<file path="config.mk">
export PLATFORM = sky130hd
export DESIGN_NAME = seq_restoring_divider_flat
export DESIGN_NICKNAME = d
export VERILOG_FILES = /design/src/rtl/seq_restoring_divider_if.sv /design/src/rtl/seq_restoring_divider.sv /design/src/flat_wrapper.sv
export SDC_FILE = /design/constraint.sdc
export NUM_CORES = 1
export LEC_CHECK = 0
export CAP_MARGIN = 25
export CORE_AREA = 2 2 75 77
export CTS_BUF_LIST = sky130_fd_sc_hd__clkbuf_4 sky130_fd_sc_hd__clkbuf_8
export CTS_CLUSTER_SIZE = 16
export DETAILED_ROUTE_END_ITERATION = 8
export DIE_AREA = 0 0 77 79
export GPL_ROUTABILITY_DRIVEN = 0
export GPL_TIMING_DRIVEN = 1
export PLACE_DENSITY = 0.8
export SLEW_MARGIN = 30
export SYNTH_ARGS = -nofsm -noshare
export SYNTH_HDL_FRONTEND = slang
export SYNTH_SLANG_ARGS = --single-unit
</file>
<file path="constraint.sdc">
create_clock -name clk -period 2.2 [get_ports clk]
set_input_delay 0.44 -clock clk [delete_from_list [all_inputs] [get_ports clk]]
set_output_delay 0.44 -clock clk [all_outputs]
set_load 0.01 [all_outputs]
</file>
<file path="src/rtl/seq_restoring_divider_if.sv">
// Valid/ready operand and result bundle for seq_restoring_divider.
// The master side produces operands and consumes results; the slave side is the divider.
interface seq_restoring_divider_if #(
  parameter int unsigned WIDTH = 8
);
  logic             in_valid;
  logic             in_ready;
  logic [WIDTH-1:0] dividend;
  logic [WIDTH-1:0] divisor;
  logic             out_valid;
  logic             out_ready;
  logic [WIDTH-1:0] quotient;
  logic [WIDTH-1:0] remainder;
  logic             div_by_zero;

  modport master (
    output in_valid, dividend, divisor, out_ready,
    input  in_ready, out_valid, quotient, remainder, div_by_zero
  );

  modport slave (
    input  in_valid, dividend, divisor, out_ready,
    output in_ready, out_valid, quotient, remainder, div_by_zero
  );
endinterface

</file>
<file path="src/rtl/seq_restoring_divider.sv">
// Unsigned restoring divider: one quotient bit per clock, one operation in flight,
// result held in registers until the consumer takes it.
module seq_restoring_divider #(
  parameter int unsigned WIDTH = 8
) (
  input  logic                   clk,
  input  logic                   rst_n,
  seq_restoring_divider_if.slave bus
);
  localparam int unsigned CW = $clog2(WIDTH + 1);

  typedef enum logic [1:0] {IDLE, RUN, DONE} state_e;

  state_e           state_q, state_d;
  logic [WIDTH-1:0] q_q, q_d;
  logic [WIDTH-1:0] d_q, d_d;
  logic [WIDTH:0]   r_q, r_d;
  logic [CW-1:0]    count_q, count_d;
  logic             zero_q, zero_d;
  logic [WIDTH-1:0] quotient_q, quotient_d;
  logic [WIDTH-1:0] remainder_q, remainder_d;
  logic             dbz_q, dbz_d;

  logic [2*WIDTH:0] rq_sh;
  logic [WIDTH:0]   trial;

  always_ff @(posedge clk or negedge rst_n) begin
    if (!rst_n) begin
      state_q     <= IDLE;
      q_q         <= '0;
      d_q         <= '0;
      r_q         <= '0;
      count_q     <= '0;
      zero_q      <= 1'b0;
      quotient_q  <= '0;
      remainder_q <= '0;
      dbz_q       <= 1'b0;
    end else begin
      state_q     <= state_d;
      q_q         <= q_d;
      d_q         <= d_d;
      r_q         <= r_d;
      count_q     <= count_d;
      zero_q      <= zero_d;
      quotient_q  <= quotient_d;
      remainder_q <= remainder_d;
      dbz_q       <= dbz_d;
    end
  end

  always_comb begin
    state_d     = state_q;
    q_d         = q_q;
    d_d         = d_q;
    r_d         = r_q;
    count_d     = count_q;
    zero_d      = zero_q;
    quotient_d  = quotient_q;
    remainder_d = remainder_q;
    dbz_d       = dbz_q;

    rq_sh = {r_q, q_q} << 1;
    trial = rq_sh[2*WIDTH:WIDTH] - {1'b0, d_q};

    unique case (state_q)
      IDLE: begin
        if (bus.in_valid) begin
          q_d     = bus.dividend;
          d_d     = bus.divisor;
          r_d     = '0;
          count_d = CW'(WIDTH);
          zero_d  = (bus.divisor == '0);
          state_d = RUN;
        end
      end
      RUN: begin
        // A zero divisor spends a single RUN cycle so its result lands one edge after accept.
        if (zero_q) begin
          quotient_d  = '1;
          remainder_d = q_q;
          dbz_d       = 1'b1;
          count_d     = '0;
          state_d     = DONE;
        end else begin
          if (!trial[WIDTH]) begin
            r_d = trial;
            q_d = {rq_sh[WIDTH-1:1], 1'b1};
          end else begin
            r_d = rq_sh[2*WIDTH:WIDTH];
            q_d = rq_sh[WIDTH-1:0];
          end
          count_d = count_q - CW'(1);
          if (count_q == CW'(1)) begin
            quotient_d  = q_d;
            remainder_d = r_d[WIDTH-1:0];
            dbz_d       = 1'b0;
            state_d     = DONE;
          end
        end
      end
      DONE: begin
        if (bus.out_ready) begin
          state_d = IDLE;
        end
      end
      default: state_d = IDLE;
    endcase
  end

  assign bus.in_ready    = (state_q == IDLE);
  assign bus.out_valid   = (state_q == DONE);
  assign bus.quotient    = quotient_q;
  assign bus.remainder   = remainder_q;
  assign bus.div_by_zero = dbz_q;
endmodule

</file>
<file path="src/flat_wrapper.sv">
// flat-port wrapper written by rule: the top's interface ports become plain ports
module seq_restoring_divider_flat 
#(
  parameter int unsigned WIDTH = 8
)
  (clk, rst_n, bus_in_valid, bus_dividend, bus_divisor, bus_out_ready, bus_in_ready, bus_out_valid, bus_quotient, bus_remainder, bus_div_by_zero);
  seq_restoring_divider_if #(.WIDTH(WIDTH)) bus_i ();
  input  logic clk;
  input  logic rst_n;
  input wire logic [$bits(bus_i.in_valid)-1:0] bus_in_valid;
  input wire logic [$bits(bus_i.dividend)-1:0] bus_dividend;
  input wire logic [$bits(bus_i.divisor)-1:0] bus_divisor;
  input wire logic [$bits(bus_i.out_ready)-1:0] bus_out_ready;
  output wire logic [$bits(bus_i.in_ready)-1:0] bus_in_ready;
  output wire logic [$bits(bus_i.out_valid)-1:0] bus_out_valid;
  output wire logic [$bits(bus_i.quotient)-1:0] bus_quotient;
  output wire logic [$bits(bus_i.remainder)-1:0] bus_remainder;
  output wire logic [$bits(bus_i.div_by_zero)-1:0] bus_div_by_zero;
  assign bus_i.in_valid = bus_in_valid;
  assign bus_i.dividend = bus_dividend;
  assign bus_i.divisor = bus_divisor;
  assign bus_i.out_ready = bus_out_ready;
  assign bus_in_ready = bus_i.in_ready;
  assign bus_out_valid = bus_i.out_valid;
  assign bus_quotient = bus_i.quotient;
  assign bus_remainder = bus_i.remainder;
  assign bus_div_by_zero = bus_i.div_by_zero;
  seq_restoring_divider #(.WIDTH(WIDTH)) u_core (.clk(clk), .rst_n(rst_n), .bus(bus_i));
endmodule
</file>
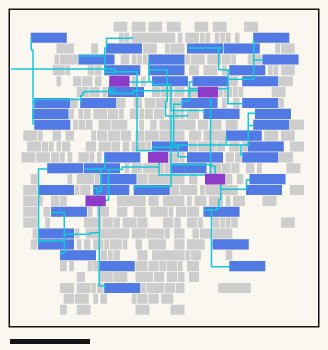
**Above:** run 1 (clock distribution).
The bar under the picture is 20 um long.
clock wires -> cyan  # length 601 um
cells driving clock nets -> purple  # count 5
flip-flops -> blue  # count 48
routed clock nets = 6

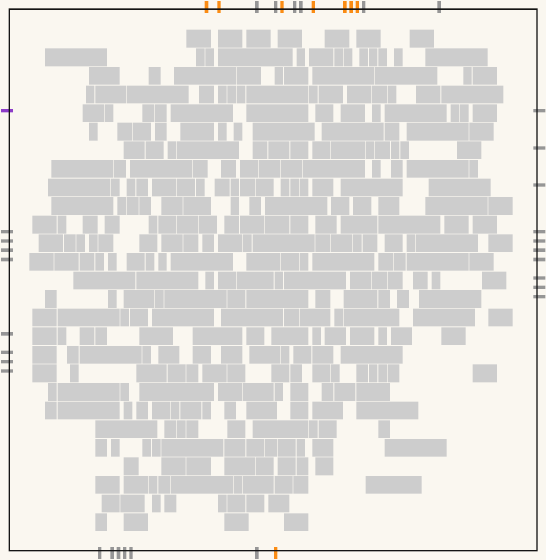
**Above:** run 1 (pin placement).
Pins as bars across the die edge, other pins in grey.
`clk` -> purple  # pins 1, direction input, edge left
`bus_dividend` -> orange  # pins 8, direction input, edge 7 top, 1 bottom
all pins by edge = 13 top, 10 right, 9 left, 7 bottom

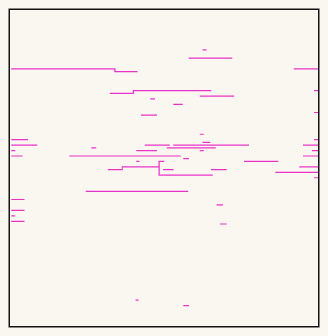
**Above:** run 1 (M3 wires).
nets with wire on the layer = 38
longest straight run = 27.6 um
wire length on this layer = 287 um
share of all routed wire = 4.3%

==> Slide: Implementation Results, run 1 <==
Flow Results at a Glance

Drt
  • Metal1 wirelength: 2.73 mm
  • Initial drt markers: ~170
  • Antenna Nets Post-Route: 0
  • Uppermost layer routed: met4
  • Routed wl met3: 286 um
  • Pre-antenna DRT Iters: 4
  • Routed WL: 6.68 mm
  • DR vias/cell: 5.53
  • Per-cell routed wire length: 16.4 um

Clock network
  • Clk pin slew, worst setup/hold paths: 0.10 ns
  • TritonCTS buffer count: 5
  • Clk_lat worst skew: 0.32 ns
  • Clk root buf: clkbuf_8
  • H-Tree Depth: 2

Global routing
  • GRT Overall Usage: 22.2%
  • First-pass GRT wire length: 10.7 mm
  • Largest net degree at the start of global routing: 49
  • Initial antenna violation count: 0
  • GRT Residual Overflow: 0
  • Vias in the first global route: approximately 2.2k

Worst setup path
  • Peak fanout along the critical path: 6
  • Crit path cell chain: inv_2 -> ha_4 -> inv_2 -> fa_2 -> a211oi_2 -> o211ai_1 -> a221o_1 -> buf_12 -> mux2_4 -> o21ai_1
  • Worst Path Arrival: 2.75 ns
  • Slowest-stage cell, CP: a221o_1
  • Critical setup path kind: reg2reg
  • Critical path capture point type: flip-flop
  • Crit-path max cell delay: 0.42 ns
  • Top cell by count, worst path: inv_2
  • Startpoint Class: flip-flop

Min path
  • Hold crit path type: in2async

STA
  • FMAX: 400 MHz
  • Cycle use final: 114%
  • RSZ-0062 raised after global routing: true
  • Final Max Tran Viols: 0
  • Setup WS post-layout: -0.299 ns
  • Rel. slew slack: 59.5%
  • Final hold violation count: 0
  • Final setup viols: 18
  • Crit path time final: 2.50 ns

Pwr
  • Power share of the clock group: between 10% and 20%
  • Sequential power share: 23.9%
  • Power share of the combinational group: 64.9%
  • Leakage: 1.57 nW
  • Tot Pwr: 7.03 mW
  • Internal power: 4.11 mW
  • Sw power: 2.92 mW
  • Cell Pwr Density: about 2000 nW/um^2
  • Sw frac: 41.6%

Final layout
  • Util after Layout: 64.3%
  • P&R area growth vs syn: 35.3%
  • Proportion of layout cells with a drive suffix above 1: around a fifth
  • Logic area: 1290 um^2
  • Reg area: 1200 um^2

Synth
  • Synthesized instance count: between 200 and 300
  • Commonest cells post-synth: nand2_1, dfrtp_1, o21ai_0
  • Syn nets: 300
  • Synthesis area per yosys: 2530 um^2
  • Yosys Warn Count: 0
  • Most instantiated library cell after synthesis: nand2_1
  • Flip-flops with a built-in enable: 0
  • Sequential share of the synthesized area: 47.4%
  • Syn_area_per_cell: 9.42 um^2

Floorplan
  • Die extent in y: 79 um
  • Num rows: 27
  • Num ports: 39

Placed design
  • Post-place setup slack: -0.284 ns
  • DP HPWL: 4.68 mm

Outcome
  • Failing checks: negative setup slack
  • Run status: finished, violations left

Run
  • Tool warnings: 30
==> run 1: cells in the final DEF, fill, tap and decap left out, drive strengths merged, types with 2 or more instances in the layout <==
master,count
buf,32
a31oi,7
xor2,3
a2111oi,2
o22ai,10
ha,10
nor4,2
bufinv,2
nand2b,5
a21oi,16
nand3,3
clkdlybuf4s50,37
o211ai,3
nor3,3
o22a,2
dfrtp,48
clkbuf,6
mux2i,12
mux2,3
a211oi,4
xnor2,2
o21ai,22
nor3b,2
nand2,51
inv,17
nor2,16
==> run 1: state kept, by name, indices dropped and copies added (netlist names) <==
signal                  flops
u_core.bus.quotient         8
u_core.bus.remainder        8
u_core.d_q                  8
u_core.q_q                  8
u_core.r_q                  8
u_core.count_q              4
u_core.state_q              2
u_core.bus.div_by_zero      1
u_core.zero_q               1
==> run 1: worst paths after layout <==
check,slack (ns),cells past startpoint,from,to
setup / recovery,-0.30,10,u_core.q_q[7],u_core.r_q[5]
hold / removal,0.21,2,rst_n,u_core.d_q[5]
setup reg to reg,-0.30,10,u_core.q_q[7],u_core.r_q[5]
hold reg to reg,0.50,2,u_core.bus.div_by_zero,u_core.bus.div_by_zero
max in group asynchronous,1.58,2,rst_n,u_core.q_q[5]
min in group clk,0.50,2,u_core.bus.div_by_zero,u_core.bus.div_by_zero
==> run 1: power groups by stage <==
stage	clock network, mW	registers (mW)	logic (mW)
after global routing	0.818	1.73	4.95
after floorplan	0	1.65	2.41
after global placement	0	1.65	3.69
after detailed placement	0	1.67	3.85
final	0.787	1.68	4.57
after CTS	0.785	1.65	4.00
==> run 1: what timing repair did <==
action	in CTS	in global routing
setup buffers	3	1
gates resized	3	15
setup endpoints to repair	18	18
pin swaps	2	6
gates cloned	0	1
==> run 1: critical path: cells and delay by family (launching register included) <==
family,cells,cell delay [ns]
muxes,1,0.32
buffers and inverters,3,0.31
AOI/OAI and AO/OA,4,0.91
DFF,1,0.41
adders and majority gates,2,0.47
==> run 1: final cells by class <==
type / count / share of cell area (%)
Clock buffer: 5 / 2.01
Clock inverter: 3 / 2.01
Inverter: 16 / 1.75
Multi-Input combinational cell: 194 / 37.7
Sequential cell: 48 / 35.0
Tap cell: 72 / 2.63
Timing Repair Buffer: 70 / 18.9
==> run 1: through the flow <==
step / hold slack [ns] / setup TNS (ns) / area [um^2] / instances
finish: 0.215 / -3.84 / 3430 / 408
global route: 0.272 / -5.41 / 3430 / 408
CTS: 0.236 / -2.73 / 3340 / 406
detailed placement: 0.478 / -3.45 / 3170 / 395
global placement: 0.460 / -1.53 / 3170 / 395
floorplan: 0.144 / -1.91 / 2540 / 269
==> run 1: cells by family after synthesis <==
logic type / after synthesis / share of synthesized area [%]
AND-OR/OR-AND: 75 / 19.1
XOR/XNOR: 5 / 1.73
adder cells (fa/ha/maj): 11 / 5.73
buffers and inverters: 27 / 4.39
flip-flops: 48 / 47.4
multiplexers: 15 / 6.37
AND/OR/NAND/NOR: 88 / 15.4
==> run 1: routing by layer <==
layer	track usage, %	vias up
li1	-	1080
met1	27.3	1094
met2	39.3	67
met3	4.55	14
met4	7.14	0
met5	0	-
**Run 1: placement density heat map**

The die is cut into 8 by 8 equal tiles; white is low, dark blue is high, 0 to 100% covered.
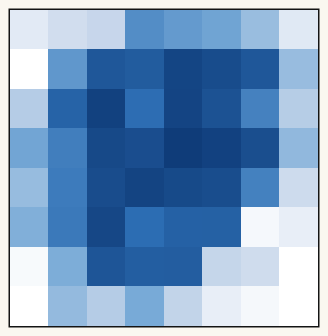

==> run 2: changes to the inputs <==
--- a/config.mk
+++ b/config.mk
@@ -6,14 +6,14 @@
 export NUM_CORES = 1
 export LEC_CHECK = 0
 export CAP_MARGIN = 25
-export CORE_AREA = 2 2 75 77
+export CORE_AREA = 2 2 79 81
 export CTS_BUF_LIST = sky130_fd_sc_hd__clkbuf_4 sky130_fd_sc_hd__clkbuf_8
 export CTS_CLUSTER_SIZE = 16
 export DETAILED_ROUTE_END_ITERATION = 8
-export DIE_AREA = 0 0 77 79
-export GPL_ROUTABILITY_DRIVEN = 0
+export DIE_AREA = 0 0 81 83
+export GPL_ROUTABILITY_DRIVEN = 1
 export GPL_TIMING_DRIVEN = 1
-export PLACE_DENSITY = 0.8
+export PLACE_DENSITY = 0.71
 export SLEW_MARGIN = 30
 export SYNTH_ARGS = -nofsm -noshare
 export SYNTH_HDL_FRONTEND = slang
==> constraint.sdc (replaced) <==
create_clock -name clk -period 3 [get_ports clk]
set_input_delay 0.6 -clock clk [delete_from_list [all_inputs] [get_ports clk]]
set_output_delay 0.6 -clock clk [all_outputs]
set_load 0.01 [all_outputs]
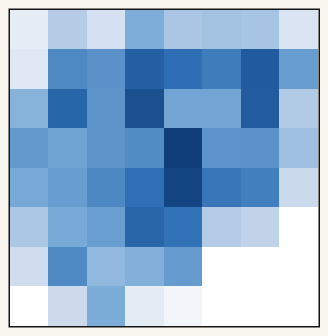
**Above:** run 2 (placement density heat map).
The die is cut into 8 by 8 equal tiles; white is low, dark blue is high, 0 to 100% covered.
tiles over 75% full = 13%
mean over tiles = 45%
emptiest ninth of the die = bottom right
fullest tile = 95%

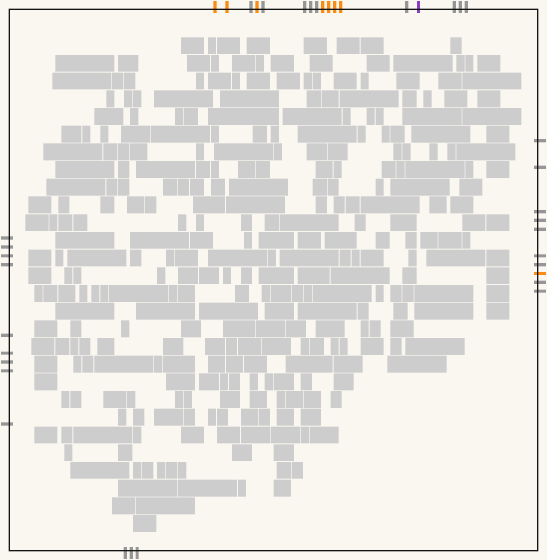
**Above:** run 2 (pin placement).
Pins as bars across the die edge, other pins in grey.
`clk` -> purple  # pins 1, direction input, edge top
`bus_dividend` -> orange  # pins 8, direction input, edge 7 top, 1 right

==> Slide: Implementation Results, run 2 <==
Flow Results at a Glance

Drt
  • Per-cell routed wire length: 15.2 um (-6.8%)
  • Antenna Nets Post-Route: 0 (unchanged)
  • Routed WL: 5.87 mm (-12%)
  • DR vias/cell: 5.51 (-0.28%)
  • Initial drt markers: 154 (-8.9%)
  • Pre-antenna DRT Iters: 4 (unchanged)

Worst setup path
  • Critical path's top delay family: AND-OR/OR-AND gates
  • R2R Setup Slk: 0.27 ns (+0.56 ns)
  • Critical setup path kind: reg2reg
  • Slowest-stage cell, CP: a221o_1
  • CP bufs+invs: 2 (-1)
  • Reg2reg start: u_core.q_q[7]
  • Number of cells on the critical path: 9 (-1)
  • Crit path cell chain: inv_1 -> ha_1 -> inv_1 -> fa_1 -> a211oi_2 -> o211ai_1 -> a221o_1 -> mux2_4 -> a21oi_1
  • Startpoint Class: flip-flop
  • Worst Path Arrival: 2.96 ns (+0.21 ns)
  • Critical register-to-register path endpoint: u_core.bus.remainder[0]
  • R2R depth: 9 (-1)
  • Last element of the critical path: u_core.bus.remainder[0]
  • Critical path capture point type: flip-flop
  • Top cell by count, worst path: inv_1
  • Peak fanout along the critical path: 13 (+7)
  • Crit-path max cell delay: 0.58 ns (+0.16 ns)
  • Crit. Startpoint: u_core.q_q[7]

STA
  • RSZ-0062 raised after global routing: false
  • Crit path time final: 2.73 ns (+0.235 ns)
  • Final Max Tran Viols: 0 (unchanged)
  • Final hold violation count: 0 (unchanged)
  • FMAX: 366 MHz (-8.6%)
  • Setup TNS: 0 ns (+3.84 ns)
  • Cycle use final: 91.2% (-22 points)
  • Rel. slew slack: 53.6% (-5.9 points)

Clock network
  • H-Tree Depth: 2 (unchanged)
  • Clk pin slew, worst setup/hold paths: 0.10 ns (about the same)
  • Clk_lat worst skew: 0.31 ns (about the same)
  • CTS resizes: 0 (-3)
  • TritonCTS buffer count: 5 (unchanged)
  • Post-CTS Setup Inserts: 0 (-3)
  • CTS Buffer Depth: 2

Final layout
  • Proportion of layout cells with a drive suffix above 1: 8.06% (-11 points)
  • Dominant logic cell type in the layout: nand2_1
  • Logic area: 1220 um^2 (-5.4%)
  • P&R area growth vs syn: 22.9%
  • Reg area: 1200 um^2 (unchanged)
  • Util after Layout: 53.5% (-11 points)
  • Non-filler instance count after layout: 385 (-5.6%)

Floorplan
  • Num rows: 28 (+3.7%)
  • Die extent in y: 83 um (+5.1%)
  • Num ports: 39 (unchanged)

Synth
  • Most instantiated library cell after synthesis: nand2_1
  • Commonest cells post-synth: nand2_1, dfrtp_1, o21ai_0
  • Flip-flops with a built-in enable: 0 (unchanged)
  • Synthesized instance count: 269 (unchanged)
  • Yosys Warn Count: 0 (unchanged)
  • Synthesis area per yosys: 2530 um^2 (unchanged)
  • Sequential share of the synthesized area: 47.4% (unchanged)
  • Syn nets: 300 (unchanged)
  • Syn_area_per_cell: 9.42 um^2 (unchanged)

Placed design
  • DP HPWL: 4.38 mm (-6.4%)
  • Placed Instances: 377 (-4.6%)

Global routing
  • First-pass GRT wire length: 9.72 mm (-8.9%)
  • GRT Overall Usage: 18.6% (-3.6 points)
  • Initial antenna violation count: 0 (unchanged)
  • Largest net degree at the start of global routing: 29 (-41%)
  • GRT Residual Overflow: 0 (unchanged)

Min path
  • Hold crit path type: in2async

Outcome
  • Run status: finished, final reports clean

Pwr
  • Cell Pwr Density: 1330 nW/um^2 (-35%)
  • Leakage: 1.42 nW (-9.5%)

Run
  • Tool warnings: 27 (-10%)
==> run 2: cell counts after synthesis <==
No cell type changed its count.
==> run 2: worst min path at each step <==
stage	to	slack, ns	depth (start not counted)
after CTS	u_core.bus.div_by_zero	0.32	1
after global routing	u_core.bus.div_by_zero	0.33	1
after floorplan	u_core.bus.div_by_zero	0.30	0
after detailed placement	u_core.bus.div_by_zero	0.47	2
after global placement	u_core.bus.div_by_zero	0.46	2
final	u_core.bus.div_by_zero	0.29	1
==> run 2: report_power, final <==
part	leakage, nW	internal [mW]	switching [mW]
clock network	0.0583	0.251	0.230
logic	0.780	1.11	1.33
registers	0.586	0.973	0.242
==> run 2: layout make-up <==
class | count | share of cell area (%)
tap | 75 | 3.01
inverter | 16 | 1.93
clock buffer | 5 | 2.21
sequential | 48 | 38.6
multi-input combinational | 194 | 39.3
timing repair buffer | 44 | 13.5
clock inverter | 3 | 1.53
==> run 2: logic make-up after synthesis <==
group	synth area share (%)
buffers and inverters	4.39
and+or+nand+nor	15.4
adders and majority gates	5.73
muxes	6.37
xor gates and xnor gates	1.73
AOI/OAI and AO/OA	19.1
DFF	47.4
==> run 2: routing by layer <==
metal	global-route usage, %	part of all wire, %	vias up
met5	0	0	-
met4	5.70	1.6	0
met3	3.37	4.8	9
met2	27.7	48	57
met1	27.3	46	1024
li1	-	-	1032
==> run 2: through the flow <==
stage | total power, mW | hold slack [ns] | instance area, um^2 | worst slack, ns
6_report | 4.14 | 0.286 | 3110 | 0.265
5_1_grt | 4.50 | 0.332 | 3110 | 0.0579
4_1_cts | 4.15 | 0.321 | 3110 | 0.269
3_5_place_dp | 3.67 | 0.468 | 3000 | 0.293
3_3_place_gp | 3.58 | 0.463 | 3000 | 0.372
2_1_floorplan | 2.97 | 0.304 | 2530 | 0.641
==> run 3: changes to the inputs <==
==> constraint.sdc (replaced) <==
create_clock -name clk -period 3 [get_ports clk]
set_input_delay 0.6 -clock clk [delete_from_list [all_inputs] [get_ports clk]]
set_output_delay 0.6 -clock clk [all_outputs]
set_load 0.02 [all_outputs]
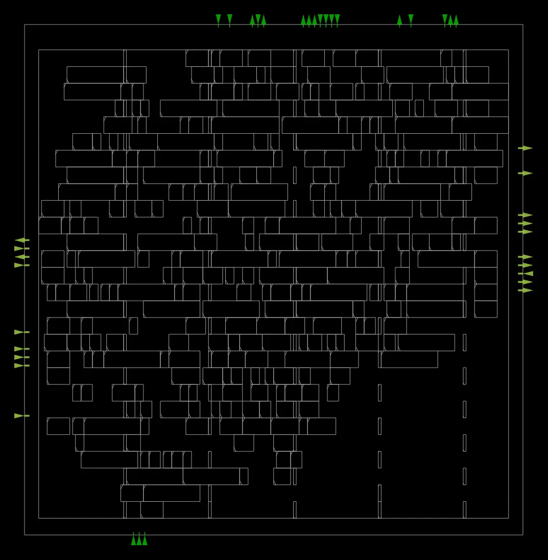
**Above:** run 3 (placement view).
Tapcells: 75
core area: 5820 um^2
Util after Layout: 53.5%
flop share of the area: 38.6%

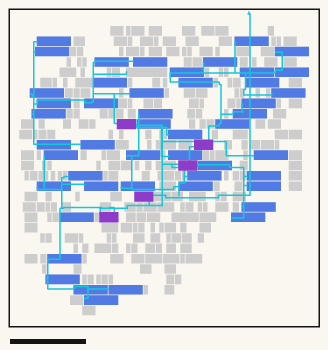
**Above:** run 3 (clock distribution).
The bar under the picture is 20 um long.
clock wires -> cyan  # length 596 um
flip-flops -> blue  # count 48
cells driving clock nets -> purple  # count 5
routed clock nets = 6

==> Slide: Implementation Results, run 3 <==
Flow Results at a Glance

Drt
  • Per-cell routed wire length: 15.2 um (unchanged)
  • Antenna Nets Post-Route: 0 (unchanged)
  • DR vias/cell: 5.51 (unchanged)
  • Initial drt markers: 154 (unchanged)
  • Pre-antenna DRT Iters: 4 (unchanged)

Synth
  • Commonest cells post-synth: nand2_1, dfrtp_1, o21ai_0
  • Syn nets: 300 (unchanged)
  • Adder Share, Synth: 5.73% (unchanged)
  • Most instantiated library cell after synthesis: nand2_1
  • Xor+xnor area frac: 1.73% (unchanged)
  • Yosys Warn Count: 0 (unchanged)
  • Basic Gates by Area: 15.4% (unchanged)
  • Sequential share of the synthesized area: 47.4% (unchanged)
  • Aoi share: 19.1% (unchanged)
  • Synthesis area per yosys: 2530 um^2 (unchanged)
  • Synthesized instance count: 269 (unchanged)
  • Syn_area_per_cell: 9.42 um^2 (unchanged)
  • Mux cell area share: 6.37% (unchanged)
  • Flip-flops with a built-in enable: 0 (unchanged)

STA
  • Cycle use final: 91.2% (unchanged)
  • Final Max Tran Viols: 0 (unchanged)
  • Crit path time final: 2.73 ns (unchanged)
  • Rel. slew slack: 53.6% (unchanged)
  • Setup TNS: 0 ns (unchanged)
  • Final hold violation count: 0 (unchanged)
  • FMAX: 366 MHz (unchanged)
  • RSZ-0062 raised after global routing: false
  • Setup WS post-layout: 0.265 ns (unchanged)

Pwr
  • Cell Pwr Density: 1360 nW/um^2 (+2.2%)
  • Tot Pwr: 4.23 mW (+2.2%)
  • Leakage: 1.42 nW (unchanged)

Global routing
  • Initial antenna violation count: 0 (unchanged)
  • First-pass GRT wire length: 9.72 mm (unchanged)
  • GRT Overall Usage: 18.6% (unchanged)

Floorplan
  • Die extent in y: 83 um (unchanged)
  • Num ports: 39 (unchanged)
  • Num rows: 28 (unchanged)

Worst setup path
  • R2R Setup Slk: 0.27 ns (about the same)
  • Startpoint Class: flip-flop
  • Worst Path Arrival: 2.96 ns (about the same)
  • Critical path capture point type: flip-flop
  • Reg2reg start: u_core.q_q[7]

Clock network
  • Clk pin slew, worst setup/hold paths: 0.10 ns (about the same)
  • Clk_lat worst skew: 0.31 ns (about the same)
  • TritonCTS buffer count: 5 (unchanged)
  • Post-CTS Setup Inserts: 0 (unchanged)
  • CTS resizes: 0 (unchanged)
  • H-Tree Depth: 2 (unchanged)

Run
  • Tool warnings: 27 (unchanged)

Placed design
  • Post-place setup slack: 0.293 ns (unchanged)
  • Post-DP Area: 3000 um^2 (unchanged)
  • DP HPWL: 4.38 mm (unchanged)

Final layout
  • Logic area: 1220 um^2 (unchanged)
  • P&R area growth vs syn: 22.9% (unchanged)
  • Proportion of layout cells with a drive suffix above 1: 8.06% (unchanged)
  • Reg area: 1200 um^2 (unchanged)
  • Final Cell Area: 3110 um^2 (unchanged)

Outcome
  • Run status: finished, final reports clean

Min path
  • Hold crit path type: in2async
==> run 3: cell counts in the layout (fill, tap and decap cells not counted) <==
Identical to the previous run, type by type.
==> run 3: kinds of logic (layout without fill, tap and decap cells) <==
| logic type | count (synthesis) | count (layout) |
|---|---|---|
| AND/OR/NAND/NOR | 88 | 88 |
| AND-OR/OR-AND | 75 | 75 |
| flip-flops | 48 | 48 |
| buffers and inverters | 27 | 68 |
| multiplexers | 15 | 15 |
| adder cells (fa/ha/maj) | 11 | 11 |
| XOR/XNOR | 5 | 5 |
==> run 3: layer usage <==
metal / up-vias / GRT usage (%) / share of wire [%] / wire [um]
li1: 1032 / - / - / -
met1: 1024 / 27.3 / 46 / 2710
met4: 0 / 5.70 / 1.6 / 93
met3: 9 / 3.37 / 4.8 / 279
met5: - / 0 / 0 / 0
met2: 57 / 27.7 / 48 / 2790
==> run 3: final cells by class <==
class	count	area share, %
clock buffers	5	2.21
clock inverters	3	1.53
inverters	16	1.93
multi-input cells	194	39.3
flip-flops and latches	48	38.6
well taps	75	3.01
repair buffers	44	13.5
==> run 3: worst max-delay path by stage <==
stage                     cells past startpoint                       to          start
after global routing                          9            u_core.r_q[6]  u_core.q_q[7]
after detailed placement                      9  u_core.bus.remainder[0]  u_core.q_q[7]
after CTS                                     9  u_core.bus.remainder[0]  u_core.q_q[7]
final                                         9  u_core.bus.remainder[0]  u_core.q_q[7]
after floorplan                              10            u_core.r_q[4]  u_core.q_q[7]
after global placement                        9  u_core.bus.remainder[0]  u_core.q_q[7]
==> run 3: per-stage QoR <==
step,hold slack (ns),util (%),instances
floorplan,0.304,-,269
CTS,0.321,53.5,385
detailed placement,0.468,51.5,377
finish,0.286,53.5,385
global route,0.332,53.5,385
global placement,0.463,51.5,377
==> run 3: report_power, final <==
group / leakage, nW / internal [mW] / switching, mW / total (mW)
combinational: 0.780 / 1.11 / 1.42 / 2.54
sequential: 0.586 / 0.973 / 0.242 / 1.21
clock: 0.0583 / 0.251 / 0.230 / 0.481
==> run 3: critical path, stage by stage, from the launching register on <==
cell	delay, ns
dfrtp_1	0.40
inv_1	0.08
ha_1	0.16
inv_1	0.05
fa_1	0.41
a211oi_2	0.30
o211ai_1	0.14
a221o_1	0.58
mux2_4	0.40
a21oi_1	0.15
Power figures rest on the tool's default switching activity, not on a simulated workload.
